==> src/rtl/rtc_access_sched.sv <==
// rtc_access_sched: arbitrates RTC shadow-register refresh reads and user writes onto one transfer engine.
// Optional macro RTC_SCHED_TIMEOUT_EN adds a WAIT watchdog with a sticky err output.
`timescale 1ns/1ps
module rtc_access_sched (
    input  logic       clk,
    input  logic       reset,
    input  logic       tick,
    input  logic       wr_req,
    input  logic [7:0] wr_addr,
    input  logic [7:0] wr_data,
    output logic       wr_ack,
    output logic       xfer_access,
    output logic       xfer_read,
    input  logic       xfer_done,
    input  logic       avalid,
    input  logic       wvalid,
    input  logic       rvalid,
    output logic [7:0] bus_out,
    output logic       bus_oe,
    input  logic [7:0] bus_in,
    output logic [7:0] sec,
    output logic [7:0] min,
    output logic [7:0] hour,
    output logic [7:0] date,
    output logic [7:0] month,
    output logic [7:0] year,
    output logic       busy,
    output logic       refresh_done
`ifdef RTC_SCHED_TIMEOUT_EN
    ,
    output logic       err
`endif
);

    typedef enum logic [1:0] {IDLE, START, WAIT, GAP} state_t;

    state_t     state, state_next;
    logic       op_write;
    logic [2:0] idx;
    logic       refresh_pend;
    logic       refresh_active;
    logic       gap_cnt;
    logic [7:0] staging   [6];
    logic [7:0] stage_now [6];
    logic [7:0] slot_addr;
    logic       wr_pending;
    logic       done_read;
    logic       timeout;

`ifdef RTC_SCHED_TIMEOUT_EN
    logic [7:0] wait_cnt;
    logic       wr_drop;

    assign wr_pending = wr_req && !wr_drop;
    assign timeout    = (state == WAIT) && !xfer_done && (wait_cnt == 8'd254);

    always_ff @(posedge clk or posedge reset) begin
        if (reset) begin
            wait_cnt <= 8'd0;
            wr_drop  <= 1'b0;
            err      <= 1'b0;
        end else begin
            wait_cnt <= (state == WAIT && !xfer_done && !timeout) ? wait_cnt + 8'd1 : 8'd0;
            if (timeout)
                err <= 1'b1;
            // A timed-out write is ignored until the user withdraws the request.
            if (timeout && op_write)
                wr_drop <= 1'b1;
            else if (!wr_req)
                wr_drop <= 1'b0;
        end
    end
`else
    assign wr_pending = wr_req;
    assign timeout    = 1'b0;
`endif

    assign slot_addr = 8'h21 + {5'd0, idx};
    assign done_read = (state == WAIT) && xfer_done && !op_write;
    assign busy      = (state != IDLE) || wr_pending || refresh_pend || refresh_active;

    // The byte still on the bus at xfer_done must reach the shadows in the same cycle.
    always_comb begin
        for (int i = 0; i < 6; i++)
            stage_now[i] = (rvalid && idx == 3'(i)) ? bus_in : staging[i];
    end

    always_comb begin
        state_next = state;
        case (state)
            IDLE:    if (wr_pending || refresh_pend || refresh_active) state_next = START;
            START:   state_next = WAIT;
            WAIT:    if (xfer_done || timeout) state_next = GAP;
            GAP:     if (gap_cnt) state_next = IDLE;
            default: state_next = IDLE;
        endcase
    end

    // NOTE: every output gets a default before the case so no path infers a latch.
    always_comb begin
        xfer_access = 1'b0;
        xfer_read   = 1'b0;
        bus_out     = 8'h00;
        bus_oe      = 1'b0;
        wr_ack      = 1'b0;
        case (state)
            START: begin
                xfer_access = 1'b1;
                xfer_read   = !op_write;
            end
            WAIT: begin
                xfer_access = 1'b1;
                xfer_read   = !op_write;
                wr_ack      = op_write && xfer_done;
                if (avalid) begin
                    bus_out = op_write ? wr_addr : slot_addr;
                    bus_oe  = 1'b1;
                end else if (wvalid && op_write) begin
                    bus_out = wr_data;
                    bus_oe  = 1'b1;
                end
            end
            default: ;
        endcase
    end

    always_ff @(posedge clk or posedge reset) begin
        if (reset) begin
            state          <= IDLE;
            op_write       <= 1'b0;
            idx            <= 3'd0;
            refresh_pend   <= 1'b0;
            refresh_active <= 1'b0;
            gap_cnt        <= 1'b0;
            refresh_done   <= 1'b0;
            sec            <= 8'h00;
            min            <= 8'h00;
            hour           <= 8'h00;
            date           <= 8'h00;
            month          <= 8'h00;
            year           <= 8'h00;
            // NOTE: staging is six flops, not a RAM, so it can and must clear on reset.
            for (int i = 0; i < 6; i++)
                staging[i] <= 8'h00;
        end else begin
            state        <= state_next;
            gap_cnt      <= (state == GAP) ? !gap_cnt : 1'b0;
            refresh_done <= 1'b0;
            if (tick)
                refresh_pend <= 1'b1;
            if (state == IDLE && state_next == START)
                op_write <= wr_pending;
            // Starting a fresh sequence consumes the pending tick; later ticks queue one more.
            if (state == START && !op_write && !refresh_active) begin
                refresh_active <= 1'b1;
                refresh_pend   <= tick;
            end
            if (state == WAIT && !op_write && rvalid)
                staging[idx] <= bus_in;
            if (done_read) begin
                if (idx == 3'd5) begin
                    sec            <= stage_now[0];
                    min            <= stage_now[1];
                    hour           <= stage_now[2];
                    date           <= stage_now[3];
                    month          <= stage_now[4];
                    year           <= stage_now[5];
                    refresh_done   <= 1'b1;
                    refresh_active <= 1'b0;
                    idx            <= 3'd0;
                end else begin
                    idx <= idx + 3'd1;
                end
            end
            if (timeout && !op_write)
                idx <= 3'd0;
        end
    end

endmodule

==> config.mk <==
export PLATFORM = sky130hd
export DESIGN_NAME = rtc_access_sched
export DESIGN_NICKNAME = d
export VERILOG_FILES = /design/src/rtl/rtc_access_sched.sv
export SDC_FILE = /design/constraint.sdc
export NUM_CORES = 1
export LEC_CHECK = 0
export CELL_PAD_IN_SITES_DETAIL_PLACEMENT = 2
export CELL_PAD_IN_SITES_GLOBAL_PLACEMENT = 2
export CORE_UTILIZATION = 34
export CTS_CLUSTER_SIZE = 10
export DETAILED_ROUTE_END_ITERATION = 12
export PLACE_DENSITY_LB_ADDON = 0.1
export SKIP_LAST_GASP = 1
export SYNTH_ARGS = -nofsm -noshare
export SYNTH_HDL_FRONTEND = slang
export SYNTH_SLANG_ARGS = --single-unit
==> constraint.sdc <==
create_clock -name clk -period 3.7 [get_ports clk]
set_input_delay 0.37 -clock clk [delete_from_list [all_inputs] [get_ports clk]]
set_output_delay 0.37 -clock clk [all_outputs]
set_load 0.02 [all_outputs]
==> flow_metrics.py <==
# Metrics from the implementation run
metrics = {
    "synthesis": {
        "syn_inst": 417,
        "ys.flops": 106,
        "top_cells_by_area": "dfrtp_1 (55%), mux2_2 (8.7%), nand2_1 (6.6%)",
        "synthAoiAreaFrac_pct": 6.022,
        "fp_nets": 459,
        "top_area_share_pct": 55.27,
        "async_flop_share_pct": 100.0,
        "edf_count": 0,
        "ys_sh_mux_pct": 17.54,
        "ys_warn_count": 0,
        "synthTopLogicFamily": "multiplexers",
        "yosys_area_um2": 4800,
        "ys_types": 46,
        "synth-simple-area-share_pct": 14.57,
        "common_cells": "dfrtp_1 (106), nand2_1 (84), mux2_2 (37)",
        "syn_avg_cell_area_um2": 11.51,
    },
    "worst_setup_path": {
        "cp.arrival_ns": 2.58,
        "critPathSlowestCell": "clkdlybuf4s50_1",
        "critPathLaunchType": "register",
        "path_max_fanout": 9,
        "critical_path.cell_chain": "inv_1, ha_1, mux2i_1, a211oi_1, clkdlybuf4s50_1",
        "slowest_delay_ns": 0.67,
        "crit_type": "reg2out",
    },
    "cts": {
        "clkTransAtPathRegs_ns": 0.07,
        "cts_made_buffers": 9,
        "cts_tree": "yes",
        "cts.sinks": 106,
        "postCtsSetupBuffers": 0,
        "h-tree-depth": 3,
        "ctsHoldBuffers": 0,
        "cts_resized": 0,
        "cts.root.buffer_cell": "clkbuf_16",
        "insertion_delay_ns": 0.35,
    },
    "timing": {
        "relSlewSlack_pct": 52.95,
        "skew_ns": 0.004535,
        "report.final.setup_viol": 0,
        "whs_ns": 0.4481,
        "rsz0062_at_grt": "false",
        "totalNegativeSetupSlack_ns": 0,
        "slew_viol_final": 0,
        "timing.fmax_mhz": 339.2,
    },
    "finish": {
        "diodes": 0,
        "finish.instance_area_um2": 6121,
        "final_layout_size_suffix_gt1_share_pct": 15.34,
        "fillers": 1435,
        "final_util_pct": 44.27,
        "instances_no_fill": 682,
        "mostFrequentLayoutCell": "dfrtp_1",
        "nets": 540,
        "lay_top_cells": "dfrtp_1 (106), clkdlybuf4s50_1 (93), nand2_1 (84)",
    },
    "grt": {
        "grt_max_degree": 73,
        "met1_usage_pct": 22.82,
        "use_met2_pct": 30.14,
        "grt_pass1_vias": 3713,
        "gr-total-overflow": 0,
        "top_usage_layer": "met2",
        "use_met3_pct": 3.821,
    },
    "floorplanning": {
        "dieArea_um2": 14600,
        "core_area_um2": 13830,
        "rows": 43,
        "io_pins": 94,
        "chipWidth_um": 120.8,
    },
    "pwr": {
        "peakVddDrop_uv": 281.9,
        "powerDensity_nw_per_um2": 535.6,
        "power_mw": 3.279,
    },
    "route": {
        "first_iter_violations": 98,
        "via_per_inst": 4.953,
        "route.detailed.drc": 0,
        "firstDrtPassIters": 4,
    },
    "min_path": {
        "min_path_type": "reg2reg",
    },
    "place": {
        "place_congestion": 0.7900,
        "postPlaceCellArea_um2": 5837,
        "dp_cells": 667,
        "pre_cts_ws_ns": 0.8832,
        "hpwl_um": 8391,
    },
    "flow_run": {
        "maxCapViolations": 0,
    },
    "outcome": {
        "outcome": "completed",
    },
}
## logic make-up (layout without fill, tap and decap cells)
logic type,count (synthesis),count (layout)
muxes,75,75
adders and majority gates,10,10
AOI/OAI and AO/OA,46,46
DFF,106,106
and+or+nand+nor,143,143
buffers and inverters,37,122
## layer usage
metal / vias to the layer above / routed length, um
met5: - / 0
met2: 73 / 6055
met1: 1721 / 5371
met3: 11 / 446
li1: 1573 / -
met4: 0 / 190
## flip-flops by register name, summed over array words and instances (netlist names)
| signal | count |
|---|---|
| staging | 48 |
| min | 8 |
| refresh_active | 1 |
| sec | 8 |
| op_write | 1 |
| refresh_done | 1 |
| date | 8 |
| year | 8 |
| idx | 3 |
| refresh_pend | 1 |
| gap_cnt | 1 |
| month | 8 |
| state | 2 |
| hour | 8 |
## layout make-up
cell class / count / area [um2] / area share, %
clock inverter: 6 / 58.81 / 0.9608
tap: 180 / 225.2 / 3.679
timing repair buffer: 97 / 960.9 / 15.70
multi-input combinational: 274 / 1956 / 31.95
inverter: 10 / 42.54 / 0.6950
clock buffer: 9 / 225.2 / 3.679
sequential: 106 / 2653 / 43.34
## power breakdown
group,switching [mW],internal [mW]
registers,0.170,1.35
clock network,0.427,0.518
logic,0.403,0.411
total,1.00,2.28
## worst max-delay path: cells and delay by family (launching register included)
| kind | cells | cell delay [ns] |
|---|---|---|
| AOI/OAI and AO/OA | 1 | 0.28 |
| adders and majority gates | 1 | 0.36 |
| buffers and inverters | 2 | 0.92 |
| DFF | 1 | 0.58 |
| muxes | 1 | 0.08 |
## final timing paths
path	to	slack [ns]	cells after the start
max	bus_out[1]	0.75	5
min	gap_cnt	0.45	1
max reg2reg	staging[39]	1.33	6
min reg2reg	gap_cnt	0.45	1
max in group asynchronous	staging[1]	2.36	3
min in group asynchronous	sec[2]	0.48	2
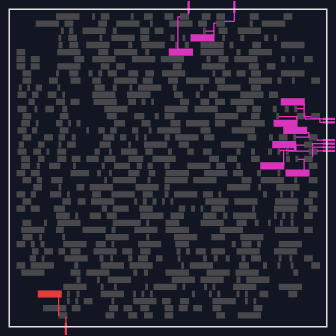
Fig. 1. Wires at chosen ports, followed through buffers.
| port | colour | bits | direction | edge | end cells | buffers | wire |
|---|---|---|---|---|---|---|---|
| year | magenta | 8 | output | 6 right, 2 top | 8 | 8 | 128 um |
| refresh_done | red | 1 | output | bottom | 1 | 1 | 11.8 um |

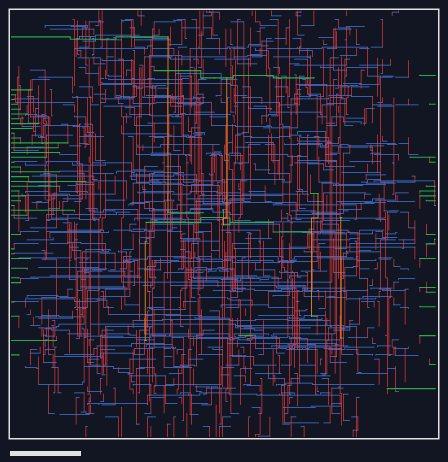
Fig. 2. Metal layers overlaid.
The bar under the picture is 20 um long.
| layer | colour | wire length |
|---|---|---|
| M1 | blue | 5370 um |
| M3 | green | 446 um |
| M2 | red | 6060 um |
| M4 | orange | 190 um |
All-Layer GR Usage: 17.94%
drt wl/cell: 17.69 um
DRT Wirelength: 12060 um
vias: 3378

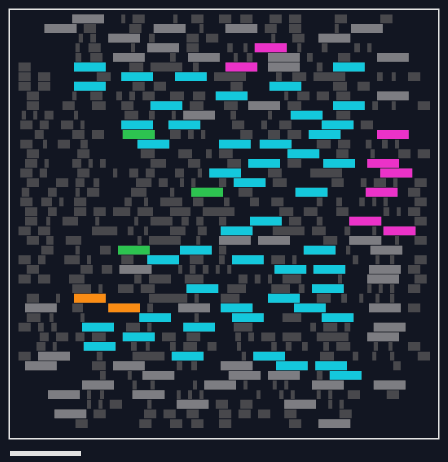
Fig. 3. Sequential cells coloured by netlist name.
The bar under the picture is 20 um long. Other sequential cells in the stronger grey, the rest of the logic in the fainter grey.
| netlist name | colour | flops |
|---|---|---|
| staging | cyan | 48 |
| state | orange | 2 |
| year | magenta | 8 |
| idx | green | 3 |

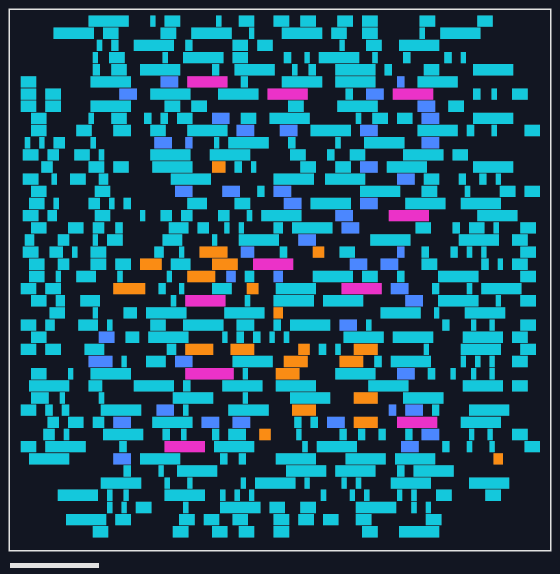
Fig. 4. Cell sizes after repair.
The bar under the picture is 20 um long.
| size | colour | cells | share |
|---|---|---|---|
| x6 and larger | magenta | 10 | 2.0% |
| x2 | blue | 46 | 9.2% |
| x3 and x4 | orange | 21 | 4.2% |
| x1 and smaller | cyan | 425 | 85% |

Power and IR drop assume default switching activity.
